Run 1, where the registers sit:
(3 px per um) Other sequential cells in the stronger grey, the rest of the logic in the fainter grey.
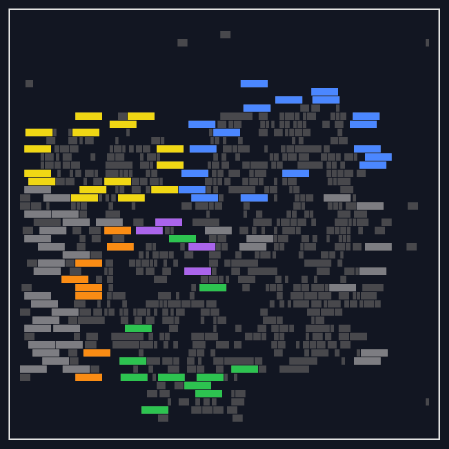
Run 1, a small window of the routed layout:
Window x 51 to 91, y 80 to 120 um. Cells in grey, sequential cells in the stronger grey; small squares are vias.
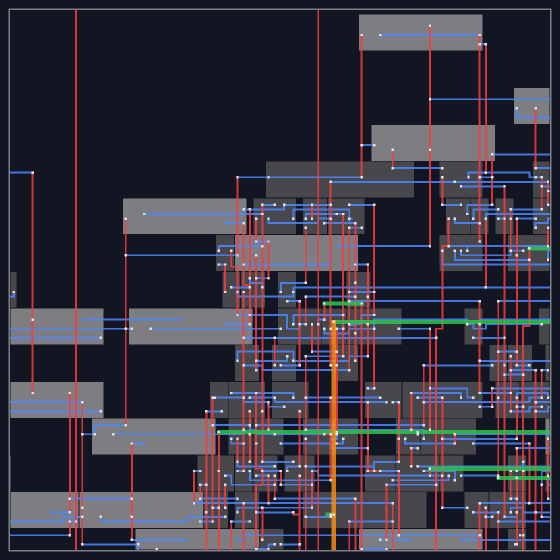
Run 1, logic cells by family:
(3 px per um)
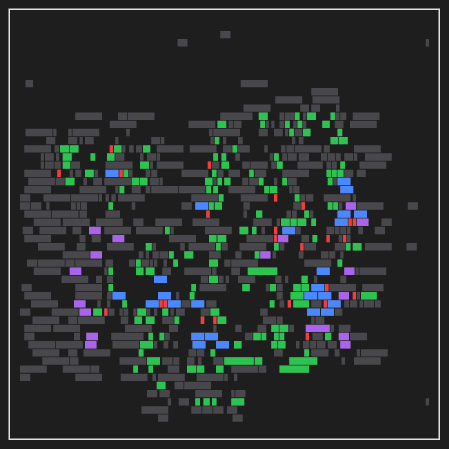
### src/rtl/note_pkg.sv
// Shared note codes, divisor table and sequencer FSM state type for the e-organ note path.
// Divisors assume a 1 MHz tone clock: k = round(1e6/(2f)) - 1.
package note_pkg;

    localparam logic [3:0] NOTE_REST = 4'd0;
    localparam logic [3:0] NOTE_C4   = 4'd1;
    localparam logic [3:0] NOTE_D4   = 4'd2;
    localparam logic [3:0] NOTE_E4   = 4'd3;
    localparam logic [3:0] NOTE_F4   = 4'd4;
    localparam logic [3:0] NOTE_G4   = 4'd5;
    localparam logic [3:0] NOTE_A4   = 4'd6;
    localparam logic [3:0] NOTE_B4   = 4'd7;
    localparam logic [3:0] NOTE_C5   = 4'd8;

    typedef enum logic [1:0] {
        ST_IDLE = 2'd0,
        ST_PLAY = 2'd1,
        ST_GAP  = 2'd2
    } seq_state_e;

    function automatic logic [12:0] note_k(input logic [3:0] code);
        case (code)
            NOTE_C4: note_k = 13'd1910;
            NOTE_D4: note_k = 13'd1702;
            NOTE_E4: note_k = 13'd1516;
            NOTE_F4: note_k = 13'd1431;
            NOTE_G4: note_k = 13'd1275;
            NOTE_A4: note_k = 13'd1135;
            NOTE_B4: note_k = 13'd1011;
            NOTE_C5: note_k = 13'd955;
            default: note_k = 13'd0;
        endcase
    endfunction

    // Scanning downwards leaves the lowest set key as the winner.
    function automatic logic [3:0] lowest_code(input logic [7:0] v);
        lowest_code = NOTE_REST;
        for (int i = 7; i >= 0; i--) begin
            if (v[i]) begin
                lowest_code = 4'(i + 1);
            end else begin
                lowest_code = lowest_code;
            end
        end
    endfunction

endpackage

### src/rtl/key_debounce.sv
// Two-flop synchronizer followed by a stability counter; dout holds the last vector
// that was seen for CYCLES consecutive samples.
module key_debounce #(
    parameter int CYCLES = 20000,
    parameter int WIDTH  = 8
) (
    input  logic             clk,
    input  logic             rst_n,
    input  logic [WIDTH-1:0] din,
    output logic [WIDTH-1:0] dout
);

    localparam int              CNT_W    = $clog2(CYCLES + 1);
    localparam logic [CNT_W-1:0] CNT_LAST = CNT_W'(CYCLES - 1);

    logic [WIDTH-1:0] sync1_q, sync2_q;
    logic [WIDTH-1:0] cand_q, cand_d;
    logic [WIDTH-1:0] stable_q, stable_d;
    logic [CNT_W-1:0] cnt_q, cnt_d;

    // cnt counts identical samples of cand including the first one.
    always_comb begin
        cand_d   = cand_q;
        cnt_d    = cnt_q;
        stable_d = stable_q;
        if (sync2_q != cand_q) begin
            cand_d = sync2_q;
            cnt_d  = CNT_W'(1);
        end else if (cnt_q >= CNT_LAST) begin
            stable_d = cand_q;
        end else begin
            cnt_d = cnt_q + CNT_W'(1);
        end
    end

    // Synchronizer and debounce state.
    always_ff @(posedge clk or negedge rst_n) begin
        if (!rst_n) begin
            sync1_q  <= '0;
            sync2_q  <= '0;
            cand_q   <= '0;
            cnt_q    <= '0;
            stable_q <= '0;
        end else begin
            sync1_q  <= din;
            sync2_q  <= sync1_q;
            cand_q   <= cand_d;
            cnt_q    <= cnt_d;
            stable_q <= stable_d;
        end
    end

    assign dout = stable_q;

endmodule

### src/rtl/note_sequencer.sv
// Note divisor selection: debounced manual keys or song-ROM playback (IDLE/PLAY/GAP).
// Optional `NOTE_SEQ_LOOP_EN adds a `loop` input that restarts the song after the last step.
module note_sequencer
    import note_pkg::*;
#(
    parameter int DEBOUNCE_CYCLES = 20000,
    parameter int BEAT_CYCLES     = 250000,
    parameter int GAP_CYCLES      = 20000,
    parameter int SONG_LEN        = 16
) (
    input  logic        clk,
    input  logic        rst_n,
    input  logic [7:0]  keys,
    input  logic        auto_mode,
    input  logic        start,
`ifdef NOTE_SEQ_LOOP_EN
    input  logic        loop,
`endif
    output logic [12:0] k,
    output logic        sound_en,
    output logic [3:0]  note_code,
    output logic        busy
);

    localparam int IDX_W   = $clog2(SONG_LEN);
    localparam int CYC_MAX = (BEAT_CYCLES > GAP_CYCLES) ? BEAT_CYCLES : GAP_CYCLES;
    localparam int CYC_W   = $clog2(CYC_MAX + 1);
    localparam logic [IDX_W-1:0] LAST_IDX  = IDX_W'(SONG_LEN - 1);
    localparam logic [CYC_W-1:0] BEAT_LOAD = CYC_W'(BEAT_CYCLES - 1);
    localparam logic [CYC_W-1:0] GAP_LOAD  = CYC_W'(GAP_CYCLES - 1);

    function automatic logic [5:0] song_rom(input logic [3:0] addr);
        case (addr)
            4'd0:    song_rom = {2'd1, NOTE_C4};
            4'd1:    song_rom = {2'd0, NOTE_E4};
            4'd2:    song_rom = {2'd0, 4'd12};
            4'd3:    song_rom = {2'd1, NOTE_G4};
            4'd4:    song_rom = {2'd0, NOTE_A4};
            4'd5:    song_rom = {2'd0, NOTE_G4};
            4'd6:    song_rom = {2'd1, NOTE_E4};
            4'd7:    song_rom = {2'd0, NOTE_F4};
            4'd8:    song_rom = {2'd0, NOTE_D4};
            4'd9:    song_rom = {2'd1, NOTE_C4};
            4'd10:   song_rom = {2'd0, NOTE_C5};
            4'd11:   song_rom = {2'd0, NOTE_B4};
            4'd12:   song_rom = {2'd1, NOTE_A4};
            4'd13:   song_rom = {2'd0, NOTE_G4};
            4'd14:   song_rom = {2'd0, NOTE_E4};
            4'd15:   song_rom = {2'd2, NOTE_C5};
            default: song_rom = {2'd0, NOTE_REST};
        endcase
    endfunction

    logic [7:0]       deb_s;
    logic             loop_s;
    logic [IDX_W-1:0] load_idx_s;
    logic [5:0]       rom_word_s;
    logic [3:0]       step_code_s;
    logic [3:0]       man_code_s;

    seq_state_e       state_q, state_d;
    logic [IDX_W-1:0] idx_q, idx_d;
    logic [1:0]       beat_q, beat_d;
    logic [CYC_W-1:0] cyc_q, cyc_d;
    logic [12:0]      k_q, k_d;
    logic             snd_q, snd_d;
    logic [3:0]       code_q, code_d;
    logic             busy_q, busy_d;

    key_debounce #(
        .CYCLES (DEBOUNCE_CYCLES),
        .WIDTH  (8)
    ) u_debounce (
        .clk   (clk),
        .rst_n (rst_n),
        .din   (keys),
        .dout  (deb_s)
    );

`ifdef NOTE_SEQ_LOOP_EN
    assign loop_s = loop;
`else
    assign loop_s = 1'b0;
`endif

    // Step about to be loaded: 0 when starting or wrapping, else the next index.
    always_comb begin
        if ((state_q == ST_GAP) && (idx_q != LAST_IDX)) begin
            load_idx_s = idx_q + IDX_W'(1);
        end else begin
            load_idx_s = '0;
        end
        rom_word_s = song_rom(4'(load_idx_s));
        if (rom_word_s[3:0] > NOTE_C5) begin
            step_code_s = NOTE_REST;
        end else begin
            step_code_s = rom_word_s[3:0];
        end
        man_code_s = lowest_code(deb_s);
    end

    // Next-state and next-output logic; outputs are registered alongside the state.
    always_comb begin
        state_d = state_q;
        idx_d   = idx_q;
        beat_d  = beat_q;
        cyc_d   = cyc_q;
        k_d     = k_q;
        snd_d   = snd_q;
        code_d  = code_q;
        busy_d  = busy_q;
        if (!auto_mode) begin
            state_d = ST_IDLE;
            idx_d   = '0;
            beat_d  = 2'd0;
            cyc_d   = '0;
            busy_d  = 1'b0;
            code_d  = man_code_s;
            k_d     = note_k(man_code_s);
            snd_d   = (man_code_s != NOTE_REST);
        end else begin
            case (state_q)
                ST_IDLE: begin
                    if (start) begin
                        state_d = ST_PLAY;
                        idx_d   = load_idx_s;
                        beat_d  = rom_word_s[5:4];
                        cyc_d   = BEAT_LOAD;
                        code_d  = step_code_s;
                        k_d     = note_k(step_code_s);
                        snd_d   = (step_code_s != NOTE_REST);
                        busy_d  = 1'b1;
                    end else begin
                        k_d    = 13'd0;
                        snd_d  = 1'b0;
                        code_d = NOTE_REST;
                        busy_d = 1'b0;
                    end
                end
                ST_PLAY: begin
                    busy_d = 1'b1;
                    if (cyc_q != '0) begin
                        cyc_d = cyc_q - CYC_W'(1);
                    end else if (beat_q != 2'd0) begin
                        beat_d = beat_q - 2'd1;
                        cyc_d  = BEAT_LOAD;
                    end else begin
                        state_d = ST_GAP;
                        cyc_d   = GAP_LOAD;
                        snd_d   = 1'b0;
                    end
                end
                ST_GAP: begin
                    snd_d = 1'b0;
                    if (cyc_q != '0) begin
                        cyc_d = cyc_q - CYC_W'(1);
                    end else if ((idx_q == LAST_IDX) && !loop_s) begin
                        state_d = ST_IDLE;
                        idx_d   = '0;
                        k_d     = 13'd0;
                        code_d  = NOTE_REST;
                        busy_d  = 1'b0;
                    end else begin
                        state_d = ST_PLAY;
                        idx_d   = load_idx_s;
                        beat_d  = rom_word_s[5:4];
                        cyc_d   = BEAT_LOAD;
                        code_d  = step_code_s;
                        k_d     = note_k(step_code_s);
                        snd_d   = (step_code_s != NOTE_REST);
                    end
                end
                default: begin
                    state_d = ST_IDLE;
                    idx_d   = '0;
                    k_d     = 13'd0;
                    snd_d   = 1'b0;
                    code_d  = NOTE_REST;
                    busy_d  = 1'b0;
                end
            endcase
        end
    end

    // State, counters and registered outputs.
    always_ff @(posedge clk or negedge rst_n) begin
        if (!rst_n) begin
            state_q <= ST_IDLE;
            idx_q   <= '0;
            beat_q  <= 2'd0;
            cyc_q   <= '0;
            k_q     <= 13'd0;
            snd_q   <= 1'b0;
            code_q  <= NOTE_REST;
            busy_q  <= 1'b0;
        end else begin
            state_q <= state_d;
            idx_q   <= idx_d;
            beat_q  <= beat_d;
            cyc_q   <= cyc_d;
            k_q     <= k_d;
            snd_q   <= snd_d;
            code_q  <= code_d;
            busy_q  <= busy_d;
        end
    end

    assign k         = k_q;
    assign sound_en  = snd_q;
    assign note_code = code_q;
    assign busy      = busy_q;

endmodule

### config.mk
export PLATFORM = sky130hd
export DESIGN_NAME = note_sequencer
export DESIGN_NICKNAME = d
export VERILOG_FILES = /design/src/rtl/note_pkg.sv /design/src/rtl/key_debounce.sv /design/src/rtl/note_sequencer.sv
export SDC_FILE = /design/constraint.sdc
export NUM_CORES = 1
export LEC_CHECK = 0
export CAP_MARGIN = 10
export CORE_MARGIN = 3
export CORE_UTILIZATION = 30
export DETAILED_ROUTE_END_ITERATION = 12
export PLACE_DENSITY = 0.56
export SYNTH_ARGS = -nofsm -noshare
export SYNTH_HDL_FRONTEND = slang
export SYNTH_SLANG_ARGS = --single-unit
### constraint.sdc
create_clock -name clk -period 4.35 [get_ports clk]
set_clock_uncertainty 0.1 [all_clocks]
set_input_delay 0.87 -clock clk [delete_from_list [all_inputs] [get_ports clk]]
set_output_delay 0.87 -clock clk [all_outputs]
set_load 0.005 [all_outputs]
==> run summary, run 1 <==
fresh numbers from the pnr run: Complex Gates by Area=around a quarter, Top cells excl fill/tap=dfrtp_1, nor2_1, o21ai_0, Cell Area, Placed=6063 um2, Yosys top cell by area=dfrtp_1, Top cells by area=dfrtp_1, ha_1, nor2_1, filler instances=1795, reg2reg start=state_q[0], remaining antenna violation count=0, ratio of cells with drive above 1 in the final layout=11.41%, Multiplexer share=between 3 and 4%, RePlAce Congestion=0.8742, Setup CP Type=reg2reg, initial antenna violation count=0, die height=142.8 um, hold depth=0, chip area=20400 um2, pwr dens=515.3 nW/um2, Setup TNS Final=0 ns, CTS max path bufs=2, IO Pins=31, Worst VDD drop=0.0003818 V, sequential cell area=2252 um2, CTS Buf Count=9, nets@finish=629, CP peak stage delay=0.43 ns, Routed WL=about 14000 um, dpl cells=between 800 and 900, flops out of synthesis=approximately 90, multi-input logic area=3114 um2, pre-CTS setup slack=0.3735 ns, worst path bufs/invs=3, sequential group share of total power=33.0%, Avg Vias per Cell=5.383, DRC=0, Core Util at FP=30.85%, clk latency late pin=between 0.3 and 0.4 ns, switching share of power=38.09%, Worst path depth=14, prevailing post-synth register cell=dfrtp_1, post-DR wirelength/cell=16.76 um, status=finished clean, hold_buf cts=0, crit path from=state_q[0], Netlist Area Pre-Place=approximately 5600 um2, largest net degree at the start of global routing=71, total power draw=around 3.3 mW, max cap viols=0, Adder Share, Synth=between 5 and 6%, cells after synthesis=580, Main logic family=AND-OR/OR-AND gates, Synth warnings=0, Ant. Diodes=0, post-synth top area share=40.09%, fin. max-slew vios=0, number of global-route vias before repair=4379, P_int=a little over 2 mW, crit path max fanout=10, delay-heaviest family, CP=AND-OR/OR-AND gates, Setup-failing EPs final=0, CP max stage cell=dfrtp_1, First DRT Iteration DRCs=roughly 380, Post-synth ARST share=100.0%, post-synth area from yosys stat=between 5000 and 6000 um2, HPWL after DPL=10080 um, I/O Buffers=28, clock network power share=26.2%, post-route setup slack=a little over 0.4 ns, Post-Synth XOR/XNOR Area=4.321%, ys cells=around 580, Sw Pwr=1.254 mW, CP Capture Type=flop, first-pass detailed-route iteration total=5, area grow syn2layout=13.79%, number of enable flip-flop cells=0, Global Route Usage Sum=13.95%, Period minus WS final=3.941 ns, H-tree depth=3, Core ar.=18210 um2, Max Fclk=253.7 MHz, Post-Synth Simple-Gate Area=17.51%, crit path DAT=4.11 ns, grt ovf=0, Post-CTS Setup Bufs=0
Notes on 'where the registers sit' above:
Key: k = green [sequential cells 11, where bottom middle]; cyc_q = blue [sequential cells 18]; u_debounce.cnt_q = yellow [sequential cells 15]; u_debounce.dout = orange [sequential cells 8]; note_code = purple [sequential cells 4, where middle]
Final Util: 35.11%
Seq/total area: 35.23%

Notes on 'a small window of the routed layout' above:
Key: metal 3 = green; metal 4 = orange; metal 1 = blue; metal 2 = red
65 logic cells have their middle in the window. Netlist names of flops here include cyc_q (9), u_debounce.cnt_q (3). Sequential cells in the window: 12. Most frequent: dfrtp_1 (12), o21ai_0 (11), nor2_1 (6).

Notes on 'logic cells by family' above:
Key: inverting AOI/OAI gates = green [cells 140, most used o21ai_0]; adder and majority cells = blue [cells 25, most used ha_1]; inverters = red [cells 24, most used inv_1]; multiplexers = purple [cells 17, most used mux2_2]
combinational share of cell area: 48.72%
most numerous logic cell after layout: dfrtp_1
non-filler cells, final: 825

-- run 1: state kept, by name, summed over array words and instances (netlist names) --
signal	flops
u_debounce.sync1_q	8
sound_en	1
u_debounce.cand_q	8
u_debounce.sync2_q	8
cyc_q	18
busy	1
u_debounce.dout	8
u_debounce.cnt_q	15
note_code	4
beat_q	2
state_q	2
idx_q	4
k	11
-- run 1: synthesized netlist by cell type, drive strengths merged, types with 9 or more instances --
cell / instances
nor3: 24
a2111oi: 12
nand3: 17
a211oi: 13
o21ai: 44
ha: 25
inv: 24
a22o: 10
mux2: 9
a21oi: 25
nor2: 61
xor2: 10
dfrtp: 90
nand2: 31
buf: 13
clkbuf: 21
xnor2: 16
-- run 1: final timing paths --
kind                                              end
worst max-delay path                             k[7]
worst min-delay path            u_debounce.sync2_q[1]
min in group asynchronous        u_debounce.cnt_q[12]
worst min register to register  u_debounce.sync2_q[1]
max in group asynchronous        u_debounce.cand_q[6]
worst max register to register                   k[7]
-- run 1: cell type report --
class	count	area share, %
multi-input combinational	433	48.72
timing repair buffer	34	5.050
sequential	90	35.23
tap	229	4.482
clock buffer	10	3.738
clock inverter	5	1.370
inverter	24	1.409
-- run 1: power by group through the flow --
stage	combinational (mW)	sequential (mW)	clock, mW
floorplan	0.955	1.08	0
global placement	1.32	1.10	0
detailed placement	1.33	1.10	0
CTS	1.34	1.09	0.886
finish	1.34	1.09	0.862
global route	1.47	1.11	0.924
-- run 1: per-layer routing --
layer  vias up  track usage (%)  share of wire, %
met3        12            3.115               4.1
met1      2185            19.40                49
met4         0            3.702               1.3
met5         -                0                 0
li1       2166                -                 -
met2        78            22.03                46
-- run 1: timing repair --
action / 4_1_cts / 5_1_grt
setup endpoints to repair: 0 / 2
endpoints found under the hold margin: 0 / 0
gates resized: 0 / 1
==> run 2, diff against run 1 <==
--- a/config.mk
+++ b/config.mk
@@ -7,9 +7,10 @@
 export LEC_CHECK = 0
 export CAP_MARGIN = 10
 export CORE_MARGIN = 3
-export CORE_UTILIZATION = 30
+export CORE_UTILIZATION = 60
 export DETAILED_ROUTE_END_ITERATION = 12
-export PLACE_DENSITY = 0.56
+export PLACE_DENSITY = 0.9
+export REMOVE_ABC_BUFFERS = 1
 export SYNTH_ARGS = -nofsm -noshare
 export SYNTH_HDL_FRONTEND = slang
 export SYNTH_SLANG_ARGS = --single-unit
Run 2, logic cells by family:
(4 px per um)
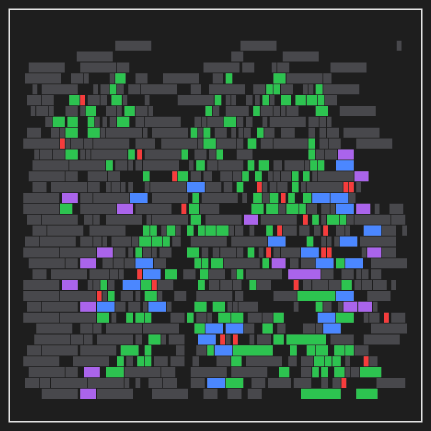
Key: inverting AOI/OAI gates = green [cells 140, most used o21ai_0]; multiplexers = purple [cells 17, most used mux2_2]; adder and majority cells = blue [cells 25, most used ha_1]; inverters = red [cells 24, most used inv_1]
combinational share of cell area: 51.04%
non-filler cells, final: 704

==> run 2 against run 1 <==
Net effect:
- first-iteration DRC count up 20%
- critical path depth is the same
- core utilization grew 33 points
- power fell by 8.9%
- design area fell by 4.6%
- final cell count decreased by 15%
- die area is 48% lower
- via count is 5.3% higher
- critical path type unchanged
==> run summary, run 2 <==
fresh numbers from the pnr run: ys cells=approximately 580, Multiplexer share=3.452%, Final Util=68.58%, Setup-failing EPs final=0, worst path bufs/invs=3, R2R setup slack=approximately 0.24 ns, Post-CTS Setup Bufs=0, grt ovf=0, CP Capture Type=flop, remaining antenna violation count=0, Core ar.=~8900 um2, first-pass detailed-route iteration total=5, clk pwr=0.571 mW, IO Pins=31, post-cts resize count=0, CTS max path bufs=2, reg2reg start=state_q[0], comb pwr=about 1.3 mW, Top cells by area=dfrtp_1, ha_1, nor2_1, Main logic family=AND-OR/OR-AND gates, max cap viols=0, nets@finish=628, Setup CP Type=reg2reg, crit path DAT=around 4.3 ns, pwr dens=about 490 nW/um2, Distinct cells, synth=85, I/O Buffers=28, initial antenna violation count=0, flops out of synthesis=~90, First DRT Iteration DRCs=approximately 450, P_int=around 1.7 mW, clock network power share=19.0%, main power-consuming group=combinational cells, filler instances=656, hold_buf cts=0, Worst R2R End=k[7], Post-synth ARST share=100.0%, Period minus WS final=4.113 ns, clk latency late pin=~0.38 ns, sequential area share after synthesis=around two fifths, Avg Vias per Cell=6.641, post-synth top area share=around two fifths, Complex Gates by Area=24.41%, switching share of power=roughly two fifths, Netlist Area Pre-Place=5618 um2, post-DR wirelength/cell=about 19 um, Seq. pwr=1.09 mW, area grow syn2layout=8.530%, Ant. Diodes=0, CP peak stage delay=between 0.4 and 0.5 ns, Top cells excl fill/tap=dfrtp_1, nor2_1, o21ai_0, chip area=10560 um2, Max Fclk=approximately 240 MHz, sequential group share of total power=36.2%, Adder Share, Synth=5.568%, H-tree depth=3, number of global-route vias before repair=4594, Setup TNS Final=0 ns, Sw Pwr=approximately 1.3 mW, row count=34, Post-Synth Simple-Gate Area=roughly 18%, largest net degree at the start of global routing=a little under 70, post-synth area from yosys stat=5618 um2, max FFs per register=18, DRC=0, RePlAce Congestion=0.8934, number of enable flip-flop cells=0, Global Route Usage Sum=26.84%, end point of the worst hold path=u_debounce.sync2_q[0], die height=102.8 um, hold depth=0, ratio of cells with drive above 1 in the final layout=11.24%, prevailing post-synth register cell=dfrtp_1, fin. max-slew vios=0, most numerous logic cell after layout=dfrtp_1, Worst VDD drop=0.0002633 V, top cells by count=dfrtp_1, nor2_1, o21ai_0, nand2_1, ha_1, status=finished clean, top-count cell post-synth=dfrtp_1, Reg with most FFs=cyc_q, Yosys top cell by area=dfrtp_1, Synth warnings=0, Post-Synth XOR/XNOR Area=4.321%, crit path max fanout=10, CTS Buf Count=9
Run 2, the metal 2 layer:
(3 px per um)
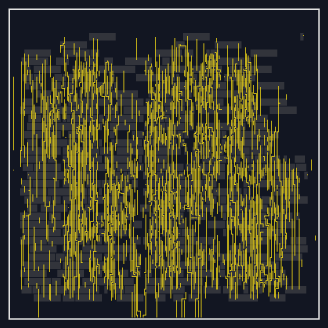
The wires run mostly vertical. The layer holds 50% of the routed length. 551 nets have wire on it. The longest straight run is 42.5 um. The layer carries 6780 um of wire.
Routed WL: 13550 um
vias post-DR: 4675
grt met2 use: 45.38%

run 2: cell count changes in the layout (fill, tap and decap cells not counted), sizes merged:
| cell | before | now |
|---|---|---|
| clkinvlp | 1 | 2 |
| clkbuf | 10 | 9 |
| bufinv | 2 | 0 |
| buf | 7 | 6 |
| inv | 25 | 28 |
run 2: area by class of cell:
cell class	instances	area, um2	area share [%]
Multi-Input combinational cell	433	3112	51.04
Sequential cell	90	2252	36.94
Timing Repair Buffer	33	315.3	5.171
Tap cell	108	135.1	2.216
Clock buffer	9	123.9	2.032
Inverter	24	90.09	1.478
Clock inverter	7	68.82	1.129
run 2: per-layer routing:
| metal | up-vias | wire (um) | global-route usage [%] | part of all wire [%] |
|---|---|---|---|---|
| met2 | 169 | 6784 | 45.38 | 50 |
| met3 | 27 | 672 | 4.398 | 5.0 |
| met4 | 0 | 255 | 8.068 | 1.9 |
| met5 | - | 0 | 0 | 0 |
| met1 | 2314 | 5835 | 35.71 | 43 |
| li1 | 2165 | - | - | - |
run 2: worst max-delay path by stage:
stage | start | end | cells past startpoint | slack [ns]
5_1_grt | state_q[0] | k[7] | 14 | 0.02
2_1_floorplan | state_q[0] | k[7] | 14 | 0.56
4_1_cts | state_q[0] | k[7] | 14 | 0.30
6_report | state_q[0] | k[7] | 14 | 0.24
3_5_place_dp | state_q[0] | k[4] | 14 | 0.32
3_3_place_gp | state_q[0] | k[7] | 14 | 0.56
run 2: through the flow:
step	hold WS (ns)	power, mW	instances	setup slack, ns	instance area, um2
6_report	0.2577	3.001	704	0.2375	6097
5_1_grt	0.2597	3.185	704	0.02048	6097
4_1_cts	0.2589	2.990	704	0.2951	6097
3_5_place_dp	0.2355	2.411	688	0.3170	5904
3_3_place_gp	0.2313	2.353	688	0.5554	5904
2_1_floorplan	0.2312	1.998	547	0.5632	5454
==> run 3, diff against run 2 <==
--- a/config.mk
+++ b/config.mk
@@ -11,6 +11,7 @@
 export DETAILED_ROUTE_END_ITERATION = 12
 export PLACE_DENSITY = 0.9
 export REMOVE_ABC_BUFFERS = 1
+export SLEW_MARGIN = 40
 export SYNTH_ARGS = -nofsm -noshare
 export SYNTH_HDL_FRONTEND = slang
 export SYNTH_SLANG_ARGS = --single-unit
Run 3, where the registers sit:
(4 px per um) Other sequential cells in the stronger grey, the rest of the logic in the fainter grey.
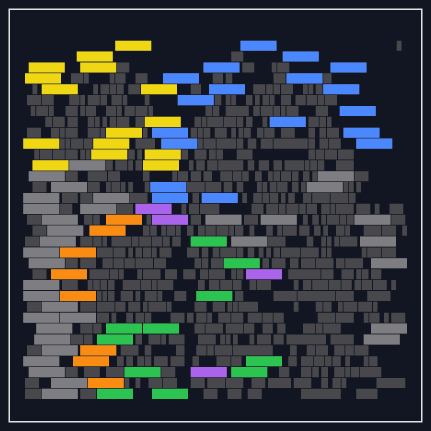
Key: cyc_q = blue [sequential cells 18]; k = green [sequential cells 11]; u_debounce.dout = orange [sequential cells 8]; u_debounce.cnt_q = yellow [sequential cells 15, where top left]; note_code = purple [sequential cells 4, where middle]
Another 34 sequential cells are not coloured.
Seq/total area: 36.92%
Final Util: 68.62%
Seq. pwr: 1.09 mW
sequential cell area: 2252 um2

Run 3, a small window of the routed layout:
Window x 31 to 71, y 52 to 92 um. Cells in grey, sequential cells in the stronger grey; small squares are vias.
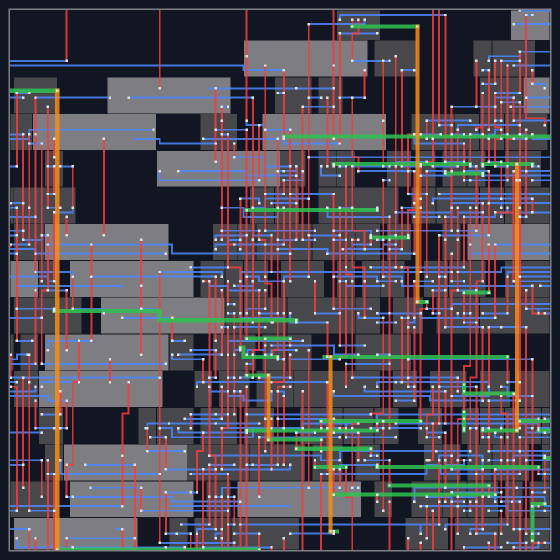
Key: metal 4 = orange; metal 2 = red; metal 1 = blue; metal 3 = green
125 logic cells have their middle in the window. Netlist names of flops here include cyc_q (10), u_debounce.cnt_q (4). Most frequent: o21ai_0 (16), dfrtp_1 (15), nor2_1 (14). Sequential cells in the window: 15.

==> run 3 against run 2 <==
Net effect:
- sequential share of layout area is essentially flat
- largest power group unchanged
- clock power is essentially flat
- critical path type unchanged
- global-route usage is the same
- power grew 0.23%
- area after synthesis is the same
- non-clock buffer count is the same
- largest cell class unchanged
- flip-flop count is the same
- via count grew 1.5%
- synthesized cell count is the same
==> run summary, run 3 <==
fresh numbers from the pnr run: status=finished clean, Setup-failing EPs final=0, non-filler cells, final=~700, Routed WL=13640 um, Post-CTS Setup Bufs=0, DRC=0, CP Capture Type=flop, total power draw=between 3 and 4 mW, number of enable flip-flop cells=0, number of global-route vias before repair=4594, fin. max-slew vios=0, vias post-DR=~4.7k, nets@finish=628, pwr dens=493.1 nW/um2, hold_buf cts=0, clock root buffer=clkbuf_8, crit path max fanout=10, area grow syn2layout=8.597%, chip area=10560 um2, Core Util at FP=63.19%, Max-slew headroom=43.35%, most numerous logic cell after layout=dfrtp_1, initial antenna violation count=0, crit path DAT=4.31 ns, largest net degree at the start of global routing=68, hold depth=0, CTS Buf Count=9, top cells by count=dfrtp_1, nor2_1, o21ai_0, nand2_1, ha_1, pre-CTS setup slack=between 0.3 and 0.4 ns, clk latency late pin=0.38 ns, Top cells excl fill/tap=dfrtp_1, nor2_1, o21ai_0, filler instances=around 660, RePlAce Congestion=between 0.8 and 0.9, Top cells by area=dfrtp_1, ha_1, nor2_1, HP Class=reg2reg, top-count cell post-synth=dfrtp_1, post-synth area from yosys stat=5618 um2, remaining antenna violation count=0, final instance area=6101 um2, worst path required time=4.54 ns, Core ar.=8891 um2, CP max stage cell=dfrtp_1, CTS sink cnt=90, Final Cycle Share=94.50%, Worst setup SP type=flop, Period minus WS final=4.111 ns, Distinct cells, synth=around 85, post-synth top area share=40.09%, Ant. Diodes=0, Synth warnings=0, CP peak stage delay=between 0.4 and 0.5 ns, multi-input logic area=3112 um2, final count of hold timing violations=0, cell chain of the critical path=inv_1 -> ha_1 -> nand2_1 -> nor2_1 -> inv_1 -> ha_1 -> inv_1 -> a41o_1 -> a211o_1 -> o211ai_1 -> ha_1 -> o21ai_0 -> a221o_1 -> a211oi_2, max FFs per register=18, grt ovf=0, post-cts resize count=0, H-tree depth=3, row count=34, delay-heaviest family, CP=AND-OR/OR-AND gates, max cap viols=0, Global Route Usage Sum=26.84%, Worst path depth=14, Static Leakage=2.534 nW, first-pass GRT wire length=roughly 22000 um, First DRT Iteration DRCs=between 400 and 500, Netlist Area Pre-Place=5618 um2, Reg with most FFs=cyc_q, post-route setup slack=0.2391 ns, Setup TNS Final=0 ns, prevailing post-synth register cell=dfrtp_1, HPWL after DPL=between 9000 and 10000 um, sequential area share after synthesis=40.09%, Max Fclk=243.3 MHz, post-DR wirelength/cell=19.37 um, Avg Vias per Cell=6.743, Min Hold Slack=about 0.26 ns, CTS tree=built, dpl cells=688, ys cells=around 580, first-pass detailed-route iteration total=5, I/O Buffers=28, Worst-path clk slew=0.10 ns, Post-synth ARST share=100.0%, die height=102.8 um, IO Pins=31, Die W=102.8 um, Worst Tran Pin Value=between 0.8 and 0.9 ns, CTS max path bufs=2, Worst VDD drop=0.0002637 V, Setup CP Type=reg2reg, flops out of synthesis=90, Yosys top cell by area=dfrtp_1, cells after synthesis=580, syn_area_per_cell=between 9 and 10 um2, RSZ-0062 raised after global routing=false, ratio of cells with drive above 1 in the final layout=11.24%, worst path bufs/invs=3, Cell Area, Placed=between 5000 and 6000 um2, Log Warnings=about 42, Reg2Reg Depth=14
run 3: worst paths after layout:
| path | start | to | slack (ns) |
|---|---|---|---|
| worst min-delay path | u_debounce.sync1_q[5] | u_debounce.sync2_q[5] | 0.26 |
| worst max-delay path | state_q[0] | k[7] | 0.24 |
| worst max register to register | state_q[0] | k[7] | 0.24 |
| min in group asynchronous | rst_n | u_debounce.sync2_q[0] | 0.36 |
| worst min register to register | u_debounce.sync1_q[5] | u_debounce.sync2_q[5] | 0.26 |
| max in group asynchronous | rst_n | u_debounce.cand_q[7] | 3.00 |
run 3: cell type report:
| type | instances | area share, % |
|---|---|---|
| Clock inverter | 7 | 1.128 |
| Clock buffer | 9 | 2.030 |
| Tap cell | 108 | 2.215 |
| Inverter | 24 | 1.477 |
| Timing Repair Buffer | 33 | 5.230 |
| Multi-Input combinational cell | 433 | 51.00 |
| Sequential cell | 90 | 36.92 |
run 3: routing by layer:
metal	track usage [%]	part of all wire, %
met1	35.71	42
met4	8.068	1.7
met3	4.398	6.8
met2	45.38	50
met5	0	0
run 3: where the power goes:
part,internal (mW),total (mW),switching [mW]
sequential,0.967,1.09,0.121
clock,0.223,0.571,0.348
combinational,0.552,1.35,0.797
total,1.74,3.01,1.27
run 3: kinds of logic (layout without fill, tap and decap cells):
group,count (synthesis),count (layout),share of synthesized area [%]
simple gates,186,186,17.51
compound gates,177,177,24.41
flops,90,90,40.09
buf+inv,58,73,4.588
xor+xnor,26,26,4.321
fa+ha+maj,25,25,5.568
mux,17,17,3.452
other cells,1,2,0.06675
No activity file was given, so power comes from the tool's default toggle rates.
